Run 1, a small window of the routed layout:
Bar = 10 um. Window x 83 to 123, y 13 to 53 um. Cells in grey, sequential cells in the stronger grey; small squares are vias.
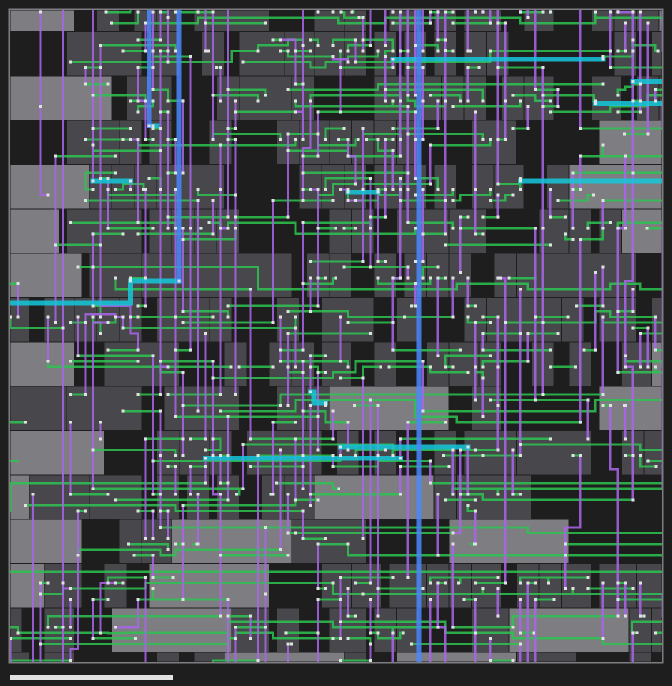
Run 1, signal wires on met1:
Bar = 50 um. Supply wires on this layer in grey.
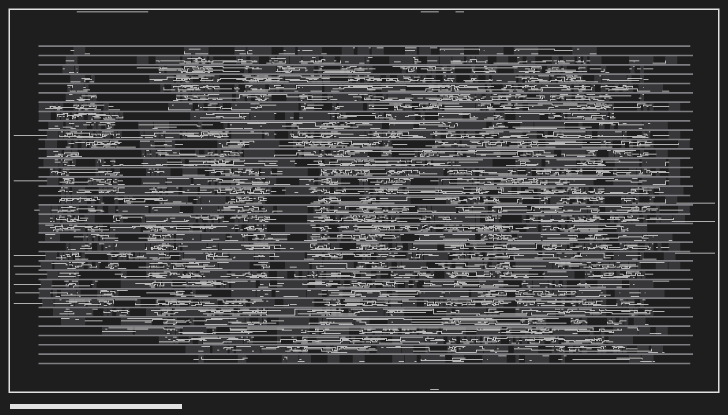
Run 1, track usage over the die:
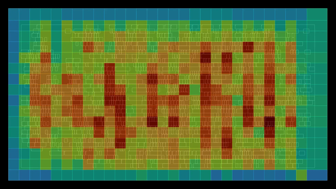
Run 1, cell sizes after repair:
Bar = 50 um.
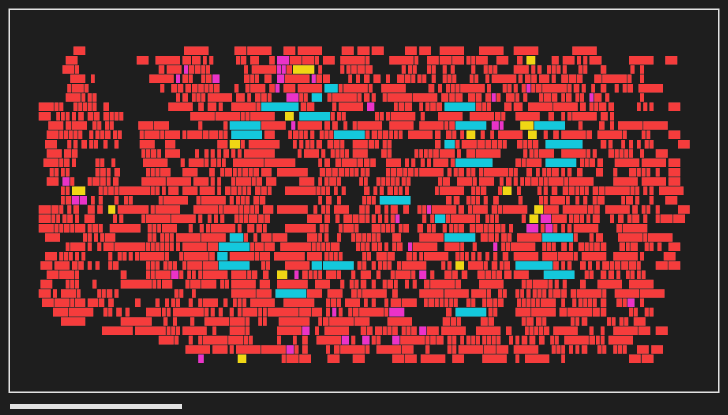
--- config.mk ---
export PLATFORM = sky130hd
export DESIGN_NAME = ssd_search_ctrl
export DESIGN_NICKNAME = d
export VERILOG_FILES = /design/src/rtl/ssd_search_ctrl_pkg.sv /design/src/rtl/ssd_search_ctrl_sqr_abs_sub.sv /design/src/rtl/ssd_search_ctrl.sv
export SDC_FILE = /design/constraint.sdc
export NUM_CORES = 1
export LEC_CHECK = 0
export ABC_AREA = 1
export CORE_ASPECT_RATIO = 0.5
export CORE_MARGIN = 8
export CORE_UTILIZATION = 55
export CTS_CLUSTER_SIZE = 10
export DETAILED_ROUTE_END_ITERATION = 12
export HOLD_SLACK_MARGIN = 0.1
export PLACE_DENSITY = 0.75
export REMOVE_ABC_BUFFERS = 1
export SETUP_SLACK_MARGIN = 0.02
export SYNTH_ARGS = -nofsm -noshare
export SYNTH_HDL_FRONTEND = slang
export SYNTH_HIERARCHICAL = 1
export SYNTH_SLANG_ARGS = --single-unit
--- constraint.sdc ---
create_clock -name clk -period 5.4 [get_ports clk]
set_clock_uncertainty 0.15 [all_clocks]
set_input_delay 1.08 -clock clk [delete_from_list [all_inputs] [get_ports clk]]
set_output_delay 1.08 -clock clk [all_outputs]
set_load 0.01 [all_outputs]
--- src/rtl/ssd_search_ctrl_pkg.sv ---
`default_nettype none
// ============================================================================
//  Module   : ssd_search_ctrl_pkg
//  Purpose  : Shared types and constants for the SSD block-search controller.
//  Revision : 1.0 - initial release
// ============================================================================
package ssd_search_ctrl_pkg;

  // Default block geometry and candidate count.
  localparam int BLK_W_DEF = 8;
  localparam int BLK_H_DEF = 8;
  localparam int NCAND_DEF = 16;

  // Pixel and squared-difference widths.
  localparam int PIX_W = 8;
  localparam int SQR_W = 2 * PIX_W;

  // Widths derived from the defaults.
  localparam int BLK_N_DEF = BLK_W_DEF * BLK_H_DEF;
  localparam int ACC_W_DEF = SQR_W + $clog2(BLK_N_DEF);
  localparam int IDX_W_DEF = $clog2(NCAND_DEF);

  // The squaring unit takes two cycles, so after the last accept the
  // controller must wait this long before the sum is complete.
  localparam int DRAIN_CYCLES = 2;
  localparam int DRAIN_W      = 2;

  // Controller state encoding.
  typedef enum logic [2:0] {
    ST_IDLE  = 3'd0,
    ST_RUN   = 3'd1,
    ST_DRAIN = 3'd2,
    ST_CMP   = 3'd3,
    ST_DONE  = 3'd4
  } state_e;

endpackage
`default_nettype wire

--- src/rtl/ssd_search_ctrl_sqr_abs_sub.sv ---
`default_nettype none
// ============================================================================
//  Module   : sqr_abs_sub
//  Purpose  : Two-stage pipelined squared absolute difference |a-b|^2.
//             Stage 1 registers |a-b| when enabled, stage 2 squares it.
//  Revision : 1.0 - initial release
// ============================================================================
module sqr_abs_sub
  import ssd_search_ctrl_pkg::*;
(
  input  logic             clk,
  input  logic             rst_ni,
  input  logic             en_i,
  input  logic [PIX_W-1:0] a_i,
  input  logic [PIX_W-1:0] b_i,
  output logic [SQR_W-1:0] z_o
);

  logic [PIX_W-1:0] diff_q;
  logic [SQR_W-1:0] sq_q;

  // Stage 1: capture the absolute difference of an accepted pair.
  always_ff @(posedge clk or negedge rst_ni) begin
    if (!rst_ni) begin
      diff_q <= '0;
    end else if (en_i) begin
      diff_q <= (a_i > b_i) ? (a_i - b_i) : (b_i - a_i);
    end
  end

  // Stage 2: square it; free-running because validity is tracked upstream.
  always_ff @(posedge clk or negedge rst_ni) begin
    if (!rst_ni) begin
      sq_q <= '0;
    end else begin
      sq_q <= {{PIX_W{1'b0}}, diff_q} * {{PIX_W{1'b0}}, diff_q};
    end
  end

  assign z_o = sq_q;

endmodule
`default_nettype wire

--- src/rtl/ssd_search_ctrl.sv ---
`default_nettype none
// ============================================================================
//  Module   : ssd_search_ctrl
//  Purpose  : Runs one shared squared-difference unit over BLK_N pixel pairs
//             per candidate, for NCAND candidates, and reports the candidate
//             with the smallest sum of squared differences.
//  Revision : 1.0 - initial release
// ============================================================================
module ssd_search_ctrl
  import ssd_search_ctrl_pkg::*;
#(
  parameter  int BLK_W = BLK_W_DEF,
  parameter  int BLK_H = BLK_H_DEF,
  parameter  int NCAND = NCAND_DEF,
  localparam int BLK_N = BLK_W * BLK_H,
  localparam int IDX_W = $clog2(NCAND),
  localparam int ACC_W = SQR_W + $clog2(BLK_N)
) (
  input  logic             clk,
  input  logic             rst,
  input  logic             start_i,
  input  logic             pix_valid_i,
  output logic             pix_ready_o,
  input  logic [PIX_W-1:0] pix_a_i,
  input  logic [PIX_W-1:0] pix_b_i,
  output logic             busy_o,
  output logic             cand_valid_o,
  output logic [ACC_W-1:0] cand_ssd_o,
  output logic             done_o,
  output logic [IDX_W-1:0] best_idx_o,
  output logic [ACC_W-1:0] best_ssd_o
);

  localparam int CNT_W = $clog2(BLK_N);
  localparam logic [CNT_W-1:0]   PIX_LAST   = CNT_W'(BLK_N - 1);
  localparam logic [IDX_W-1:0]   CAND_LAST  = IDX_W'(NCAND - 1);
  localparam logic [DRAIN_W-1:0] DRAIN_LAST = DRAIN_W'(DRAIN_CYCLES - 1);

  state_e             state_q, state_d;
  logic [CNT_W-1:0]   pix_cnt_q;
  logic [IDX_W-1:0]   cand_q;
  logic [DRAIN_W-1:0] drain_q;
  logic [ACC_W-1:0]   acc_q;
  logic [ACC_W-1:0]   min_q;
  logic [IDX_W-1:0]   min_idx_q;
  logic [ACC_W-1:0]   cand_ssd_q;
  logic [IDX_W-1:0]   best_idx_q;
  logic [ACC_W-1:0]   best_ssd_q;
  logic               v1_q, v2_q;

  logic               acc_en;
  logic [SQR_W-1:0]   sq;
  logic               last_cand;
  logic               acc_lt_min;
  logic [ACC_W-1:0]   min_upd;
  logic [IDX_W-1:0]   min_idx_upd;

  assign acc_en      = pix_valid_i & pix_ready_o;
  assign last_cand   = (cand_q == CAND_LAST);
  assign acc_lt_min  = (acc_q < min_q);
  assign min_upd     = acc_lt_min ? acc_q : min_q;
  assign min_idx_upd = acc_lt_min ? cand_q : min_idx_q;

  sqr_abs_sub u_sqr (
    .clk    (clk),
    .rst_ni (~rst),
    .en_i   (acc_en),
    .a_i    (pix_a_i),
    .b_i    (pix_b_i),
    .z_o    (sq)
  );

  // State register.
  always_ff @(posedge clk) begin
    if (rst) state_q <= ST_IDLE;
    else     state_q <= state_d;
  end

  // Next-state decode.
  always_comb begin
    state_d = state_q;
    case (state_q)
      ST_IDLE:  if (start_i) state_d = ST_RUN;
      ST_RUN:   if (acc_en && (pix_cnt_q == PIX_LAST)) state_d = ST_DRAIN;
      ST_DRAIN: if (drain_q == DRAIN_LAST) state_d = ST_CMP;
      ST_CMP:   state_d = last_cand ? ST_DONE : ST_RUN;
      ST_DONE:  state_d = ST_IDLE;
      default:  state_d = ST_IDLE;
    endcase
  end

  // State-decoded outputs; cand_ssd shows the live sum during CMP, then holds.
  always_comb begin
    pix_ready_o  = (state_q == ST_RUN);
    busy_o       = (state_q != ST_IDLE);
    cand_valid_o = (state_q == ST_CMP);
    done_o       = (state_q == ST_DONE);
    cand_ssd_o   = (state_q == ST_CMP) ? acc_q : cand_ssd_q;
  end

  // Counters, compare/minimum tracking and result registers.
  always_ff @(posedge clk) begin
    if (rst) begin
      pix_cnt_q  <= '0;
      cand_q     <= '0;
      drain_q    <= '0;
      min_q      <= '0;
      min_idx_q  <= '0;
      cand_ssd_q <= '0;
      best_idx_q <= '0;
      best_ssd_q <= '0;
    end else begin
      case (state_q)
        ST_IDLE: begin
          if (start_i) begin
            cand_q    <= '0;
            pix_cnt_q <= '0;
            min_q     <= '1;
            min_idx_q <= '0;
          end
        end
        ST_RUN: begin
          drain_q <= '0;
          if (acc_en) begin
            pix_cnt_q <= (pix_cnt_q == PIX_LAST) ? '0 : pix_cnt_q + 1'b1;
          end
        end
        ST_DRAIN: begin
          drain_q <= drain_q + 1'b1;
        end
        ST_CMP: begin
          cand_ssd_q <= acc_q;
          min_q      <= min_upd;
          min_idx_q  <= min_idx_upd;
          // Result is loaded here so it is already stable while done is high.
          if (last_cand) begin
            best_ssd_q <= min_upd;
            best_idx_q <= min_idx_upd;
          end else begin
            cand_q <= cand_q + 1'b1;
          end
        end
        default: ;
      endcase
    end
  end

  // Validity pipe matching the squaring latency, and the SSD accumulator.
  always_ff @(posedge clk) begin
    if (rst) begin
      v1_q  <= 1'b0;
      v2_q  <= 1'b0;
      acc_q <= '0;
    end else begin
      v1_q <= acc_en;
      v2_q <= v1_q;
      if ((state_q == ST_CMP) || ((state_q == ST_IDLE) && start_i)) begin
        acc_q <= '0;
      end else if (v2_q) begin
        acc_q <= acc_q + ACC_W'(sq);
      end
    end
  end

  assign best_idx_o = best_idx_q;
  assign best_ssd_o = best_ssd_q;

endmodule
`default_nettype wire

==> results.yml, run 1 <==
# yosys + openroad results
sta:
  hold_violations: 0
  setup_viol: 0
  finalWorstPathRequiredPeriod_ns: 4.25
  maxSlewHeadroom_pct: 51.9
worst_setup_path:
  reg2reg_depth: 16
  max_stage_delay_ns: 0.55
  crit_path_start_kind: "flip-flop"
  crit_buf_inv: 3
  crit_path_end: "u_sqr/z_o[13]"
  r2r_start: "u_sqr/diff_q[2]"
clock_network:
  clk_latency_ns: 0.43
  numCtsBuffers: 17
  cts_resized: 0
  postCtsHoldBufs: 0
  cts_setup_buffers: 0
logic_synthesis:
  synth_cell_types: 43
  yosys.area.top_type: "dfxtp_1"
  edf_count: 0
  yosys-stat-cells: 1499
  netlist_instances: 1499
  numSynthFlops: 136
  avgSynthCellArea_sq_um: 6.65
  synth-async-reset-ratio_pct: 16.9
die:
  fp-row-count: 34
  initial_utilization_pct: 56.7
  die-area_sq_um: 22900
  coreArea_sq_um: 17600
  die_x_um: 206
placed_design:
  gp_congestion: 0.906
drt:
  dr.first_iter.drc_count: 598
  dr.pass1.iters: 6
run_status:
  status: "complete, no violations"
layout:
  fin_cells: 1789
  antennaDiodeCount: 0
  drive_gt1_share_pct: 5.34
job:
  maxCapViolations: 0
power:
  swShare_pct: 44.5
  clkPwrFrac_pct: 21.8
  p_int_mw: 3.28
  p_switching_mw: 2.63
-- 'a small window of the routed layout' (at the start) --
[green] metal 1
[blue] metal 4
[cyan] metal 3
[purple] metal 2
sequential cells in the window: 14
cells with their middle in the window: 162
most frequent: nand2_1 (37), nor2_1 (27), inv_1 (22)
netlist names of flops here include: acc_q (8), cand_ssd_q (3), u_sqr/z_o (3)

-- 'signal wires on met1' (at the start) --
share of all routed wire: 46%
nets with wire on the layer: 1590
wire length on this layer: 10800 um
longest straight run: 74.1 um
met1 track demand over resource: 26.2%
via count: 9144
WL final: 23.7 mm

-- 'track usage over the die' (at the start) --
total track usage: 21.1%
met2 Resource Use GR: 36.6%
average wire per standard cell: 13.2 um

-- 'cell sizes after repair' (at the start) --
[magenta] _2 cells | cells: 40 | share: 2.6%
[red] _0 and _1 cells | cells: 1472 | share: 95%
[cyan] _6 and larger | cells: 28 | share: 1.8%
[yellow] _3 and _4 cells | cells: 15 | share: 0.96%
Final Instance Area: 11400 sq um
Final WS setup: 1.15 ns

[run 1: through the flow]
stage                     hold WS (ns)  instance area [sq um]
after floorplan                  0.238                   9700
after detailed placement         0.243                  10800
after CTS                        0.255                  11400
after global placement           0.250                  10800
after global routing             0.270                  11400
final                            0.255                  11400
[run 1: worst min-delay path, stage by stage (launching register included)]
cell and delay [ns]:
dfxtp_1 0.30, inv_1 0.04, nor2_1 0.03
[run 1: final cells by class]
class	count	area, sq um	share of cell area (%)
multi-input cells	993	5670	49.8
flip-flops and latches	136	2840	24.9
inverters	316	1190	10.4
repair buffers	79	766	6.72
clock buffers	17	425	3.73
well taps	234	293	2.57
clock inverters	14	211	1.86
[run 1: power groups by stage]
stage / Clock, mW / Sequential [mW] / Combinational [mW]
6_report: 1.28 / 1.42 / 3.20
5_1_grt: 1.33 / 1.45 / 3.66
4_1_cts: 1.30 / 1.41 / 3.20
3_5_place_dp: 0 / 1.43 / 3.14
3_3_place_gp: 0 / 1.42 / 3.01
2_1_floorplan: 0 / 1.38 / 2.43
[run 1: per-layer routing]
layer | vias up | routed length (um)
met5 | - | 0
met4 | 0 | 397
met3 | 33 | 1250
met2 | 220 | 11200
met1 | 4200 | 10800
li1 | 4691 | -
[run 1: state kept, by name, indices dropped and copies added (netlist names)]
register and cells:
cand_ssd_q 22, state_q 3, min_q 22, best_idx_o 4, v2_q 1, acc_q 22, u_sqr/z_o 15, min_idx_q 4
cand_q 4, u_sqr/diff_q 8, best_ssd_o 22, v1_q 1, pix_cnt_q 6, drain_q 2
[run 1: cell families (layout without fill, tap and decap cells)]
logic type,Yosys count,after routing,share of synthesized area (%)
other cells,1,1,0.0376
fa+ha+maj,113,113,16.3
simple gates,710,710,30.6
compound gates,140,140,7.48
buf+inv,370,426,14.6
flops,136,136,28.5
xor+xnor,29,29,2.55
--- run 2 (diff from run 1) ---
==> constraint.sdc (replaced) <==
create_clock -name clk -period 4.35 [get_ports clk]
set_clock_uncertainty 0.15 [all_clocks]
set_input_delay 0.87 -clock clk [delete_from_list [all_inputs] [get_ports clk]]
set_output_delay 0.87 -clock clk [all_outputs]
set_load 0.01 [all_outputs]
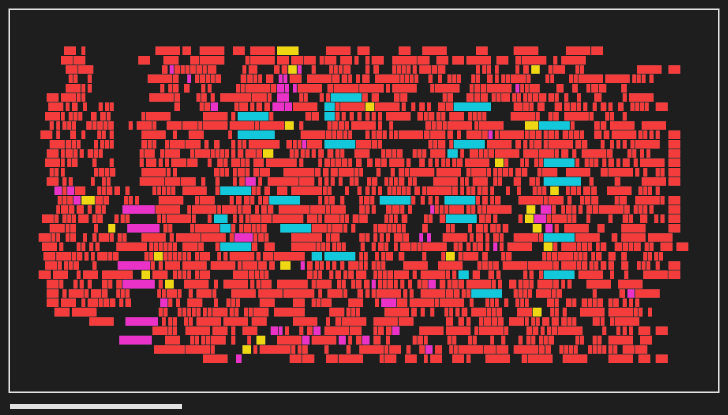
Run 2: cell sizes after repair
Bar = 50 um.
Final WS setup: 0.192 ns
Buffers, non-clock: 86
Final Instance Area: 11400 sq um

==> results.yml, run 2 <==
# yosys + openroad results
run_status:
  status: "complete, no violations"
sta:
  fin_worst_hold_slack_ns: 0.295
  hold_violations: 0
  finalWorstPathRequiredPeriod_ns: 4.16
  maxSlewHeadroom_pct: 55.9
logic_synthesis:
  yosys-stat-cells: 1499
  aoi_share_pct: 7.48
  simple_gate_area_share_pct: 30.6
  synth-async-reset-ratio_pct: 16.9
  yosys.area.top_type: "dfxtp_1"
  netlist_instances: 1499
  xor_share_pct: 2.55
  numSynthFlops: 136
  synth.comb.largest_family: "simple AND/OR/NAND/NOR gates"
  avgSynthCellArea_sq_um: 6.65
  ys_sh_adder_pct: 16.3
  ys_sh_mux_pct: 0
die:
  die_x_um: 206
  fp-row-count: 34
  initial_utilization_pct: 56.7
  die-area_sq_um: 22900
  coreArea_sq_um: 17600
layout:
  logic_area_sq_um: 5680
  drive_gt1_share_pct: 6.27
job:
  maxCapViolations: 0
drt:
  dr.first_iter.drc_count: 541
  totalWireLength_mm: 23.5
  wl_per_cell_um: 13.1
  routed-via-count: 9222
  dr.pass1.iters: 5
placed_design:
  gp_congestion: 0.914
  placed_area_sq_um: 10800
clock_network:
  postCtsHoldBufs: 0
  clk_latency_ns: 0.43
  numCtsBuffers: 17
global_routing:
  track_usage_pct: 20.9
worst_setup_path:
  r2r_start: "u_sqr/diff_q[2]"
  crit_path_start_kind: "flip-flop"
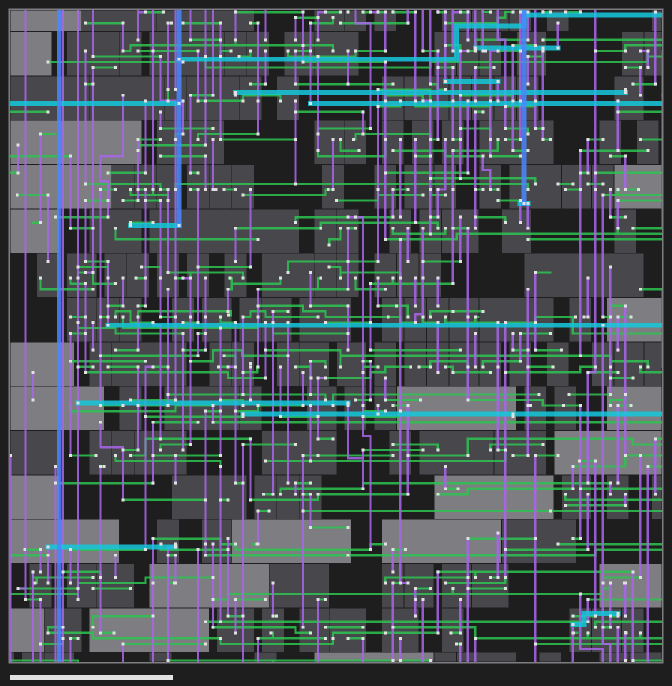
Run 2: a small window of the routed layout
Bar = 10 um. Window x 83 to 123, y 13 to 53 um. Cells in grey, sequential cells in the stronger grey; small squares are vias.
[purple] metal 2
[blue] metal 4
[cyan] metal 3
[green] metal 1
sequential cells in the window: 12
most frequent: nand2_1 (38), nor2_1 (27), inv_1 (19)
cells with their middle in the window: 159
netlist names of flops here include: acc_q (5), cand_ssd_q (5), u_sqr/z_o (2)

[run 2: worst max-delay path, stage by stage, from the launching register on]
cell and delay [ns]:
dfrtp_2 0.45, nand2_1 0.11, fa_1 0.55, inv_1 0.09, fa_1 0.52, fa_1 0.55
inv_1 0.05, fa_1 0.52, inv_1 0.04, ha_1 0.36, nand2_1 0.11, o21ai_0 0.27
nand2_1 0.08, nand3_1 0.10, xor2_1 0.14
[run 2: report_power, final]
group	switching [mW]	internal [mW]
clock network	0.612	0.915
logic	2.42	1.59
registers	0.209	1.54
total	3.24	4.05
[run 2: path summary, 6_finish.rpt]
check / cells past startpoint / to / slack [ns]
min in group asynchronous: 3 / u_sqr/z_o[0] / 0.51
setup reg to reg: 14 / u_sqr/z_o[14] / 0.19
hold / removal: 2 / v2_q / 0.30
hold reg to reg: 2 / v2_q / 0.30
max in group asynchronous: 3 / u_sqr/diff_q[6] / 3.10
setup / recovery: 14 / u_sqr/z_o[14] / 0.19
[run 2: per-layer routing]
metal | share of wire, % | up-vias | GRT usage (%)
li1 | - | 4711 | -
met1 | 45 | 4256 | 25.4
met2 | 48 | 223 | 37.5
met3 | 5.2 | 32 | 3.38
met4 | 1.4 | 0 | 6.15
met5 | 0 | - | 0
[run 2: layout make-up]
cell class	count	area share (%)
multi-input combinational	993	49.7
timing repair buffer	86	7.15
clock buffer	17	3.72
inverter	316	10.4
clock inverter	14	1.63
tap	234	2.56
sequential	136	24.9
[run 2: metrics by stage]
stage	utilization [%]	power [mW]	cells
floorplan	-	4.73	1445
global placement	61.5	5.53	1764
detailed placement	61.5	5.70	1764
CTS	65.0	7.27	1795
global route	65.1	8.01	1796
finish	65.1	7.29	1796
[run 2: repair_timing]
item | CTS | global route
gates resized | 0 | 8
setup endpoints to repair | 0 | 6
buffers inserted | 0 | 1
--- run 3 (diff from run 2) ---
--- a/config.mk
+++ b/config.mk
@@ -9,8 +9,9 @@
 export CORE_ASPECT_RATIO = 0.5
 export CORE_MARGIN = 8
 export CORE_UTILIZATION = 55
-export CTS_CLUSTER_SIZE = 10
+export CTS_CLUSTER_SIZE = 25
 export DETAILED_ROUTE_END_ITERATION = 12
+export GPL_ROUTABILITY_DRIVEN = 0
 export HOLD_SLACK_MARGIN = 0.1
 export PLACE_DENSITY = 0.75
 export REMOVE_ABC_BUFFERS = 1
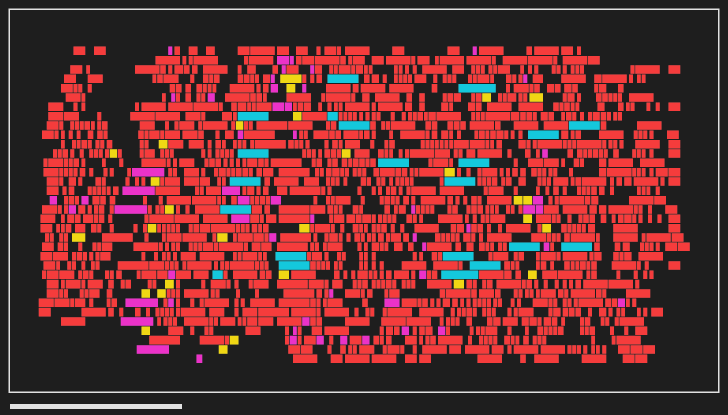
Run 3: cell sizes after repair
Bar = 50 um.
[magenta] _2 cells | cells: 55 | share: 3.5%
[red] _0 and _1 cells | cells: 1461 | share: 93%
[cyan] _6 and larger | cells: 21 | share: 1.3%
[yellow] _3 and _4 cells | cells: 29 | share: 1.9%
area grow syn2layout: 14.8%
Final WS setup: 0.190 ns

==> results.yml, run 3 <==
# yosys + openroad results
run_status:
  status: "complete, no violations"
worst_setup_path:
  crit_path_end: "u_sqr/z_o[14]"
  reg2reg_depth: 14
  path_cells: "nand2_1 > inv_1 > fa_1 > fa_1 > inv_1 > fa_1 > fa_1 > inv_1 > ha_2 > nand2_1 > nor2_2 > nand3_1 > nand3_1 > xor2_1"
  reg2reg_slack_ns: 0.19
  reg2reg_to: "u_sqr/z_o[14]"
  crit_cells: 14
  cpMostUsedCell: "fa_1"
  critPathTopFamily: "adder cells"
  crit_path_start_kind: "flip-flop"
logic_synthesis:
  avgSynthCellArea_sq_um: 6.65
  yosys.area.top_type: "dfxtp_1"
  synth_cell_types: 43
  synth-async-reset-ratio_pct: 16.9
  simple_gate_area_share_pct: 30.6
  ys_sh_adder_pct: 16.3
  yosys-stat-cells: 1499
  edf_count: 0
  netlist_instances: 1499
sta:
  hold_violations: 0
  maxSlewHeadroom_pct: 56.0
  finalWorstPathRequiredPeriod_ns: 4.16
power:
  p_switching_mw: 3.33
  finalPower_mw: 7.37
  swShare_pct: 45.2
  power_frac_seq_pct: 23.7
die:
  die-area_sq_um: 22900
  fp-row-count: 34
  die_x_um: 206
placed_design:
  placed_area_sq_um: 10800
  dp.cells: 1762
drt:
  dr.first_iter.drc_count: 761
clock_network:
  numCtsBuffers: 17
  clk_latency_ns: 0.41
  postCtsHoldBufs: 0
layout:
  antennaDiodeCount: 0
  fin_area_sq_um: 11400
job:
  maxCapViolations: 0
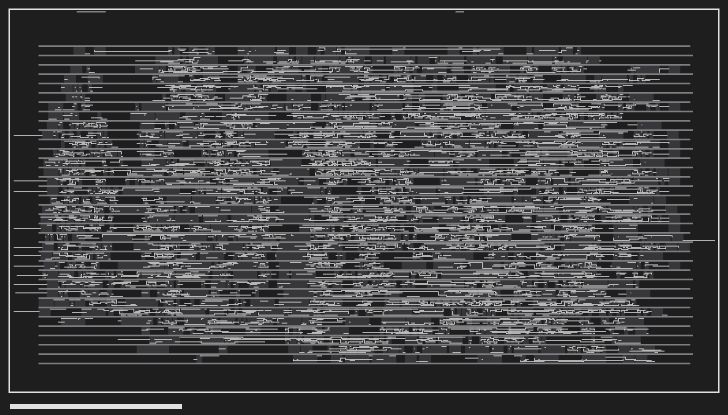
Run 3: signal wires on met1
Bar = 50 um. Supply wires on this layer in grey.
via count: 9211
WL final: 23.8 mm

run 3: worst min-delay path by stage:
stage,end,slack (ns),cells after the start
global route,v2_q,0.30,2
detailed placement,v2_q,0.27,2
floorplan,v2_q,0.24,2
finish,v2_q,0.28,2
CTS,v2_q,0.27,2
global placement,v2_q,0.25,2
run 3: cell families after synthesis:
kind of cell,after synthesis
AND/OR/NAND/NOR,710
other,1
buffers and inverters,370
XOR/XNOR,29
adder cells (fa/ha/maj),113
AND-OR/OR-AND,140
flip-flops,136
run 3: layer usage:
layer	vias up	global-route usage, %	part of all wire, %
met5	-	0	0
met4	0	6.29	1.2
met3	29	3.33	5.8
met2	246	37.6	48
met1	4223	25.8	44
li1	4713	-	-
run 3: power by group through the flow:
stage | clock, mW | combinational, mW | sequential, mW
floorplan | 0 | 3.02 | 1.72
global placement | 0 | 3.78 | 1.75
detailed placement | 0 | 3.97 | 1.77
CTS | 1.44 | 4.05 | 1.74
global route | 1.51 | 4.83 | 1.77
finish | 1.43 | 4.20 | 1.74
run 3: cell type report:
type | count | area share (%)
Clock inverter | 14 | 1.31
Multi-Input combinational cell | 993 | 49.7
Timing Repair Buffer | 90 | 7.39
Sequential cell | 136 | 24.9
Inverter | 316 | 10.4
Tap cell | 234 | 2.56
Clock buffer | 17 | 3.72
run 3: stage by stage:
stage	util (%)	TNS (ns)	setup slack, ns	hold slack, ns
after floorplan	-	0	0.407	0.238
after global placement	61.4	0	0.261	0.253
after detailed placement	61.4	0	0.114	0.266
after CTS	64.7	0	0.0274	0.275
after global routing	65.1	-0.0321	-0.0294	0.299
final	65.1	0	0.190	0.276
run 3: timing repair:
item	in CTS	in global routing
setup buffers	0	7
gates resized	1	11
setup endpoints to repair	1	6
gates cloned	0	0
Power is estimated from default activity; no workload was simulated.
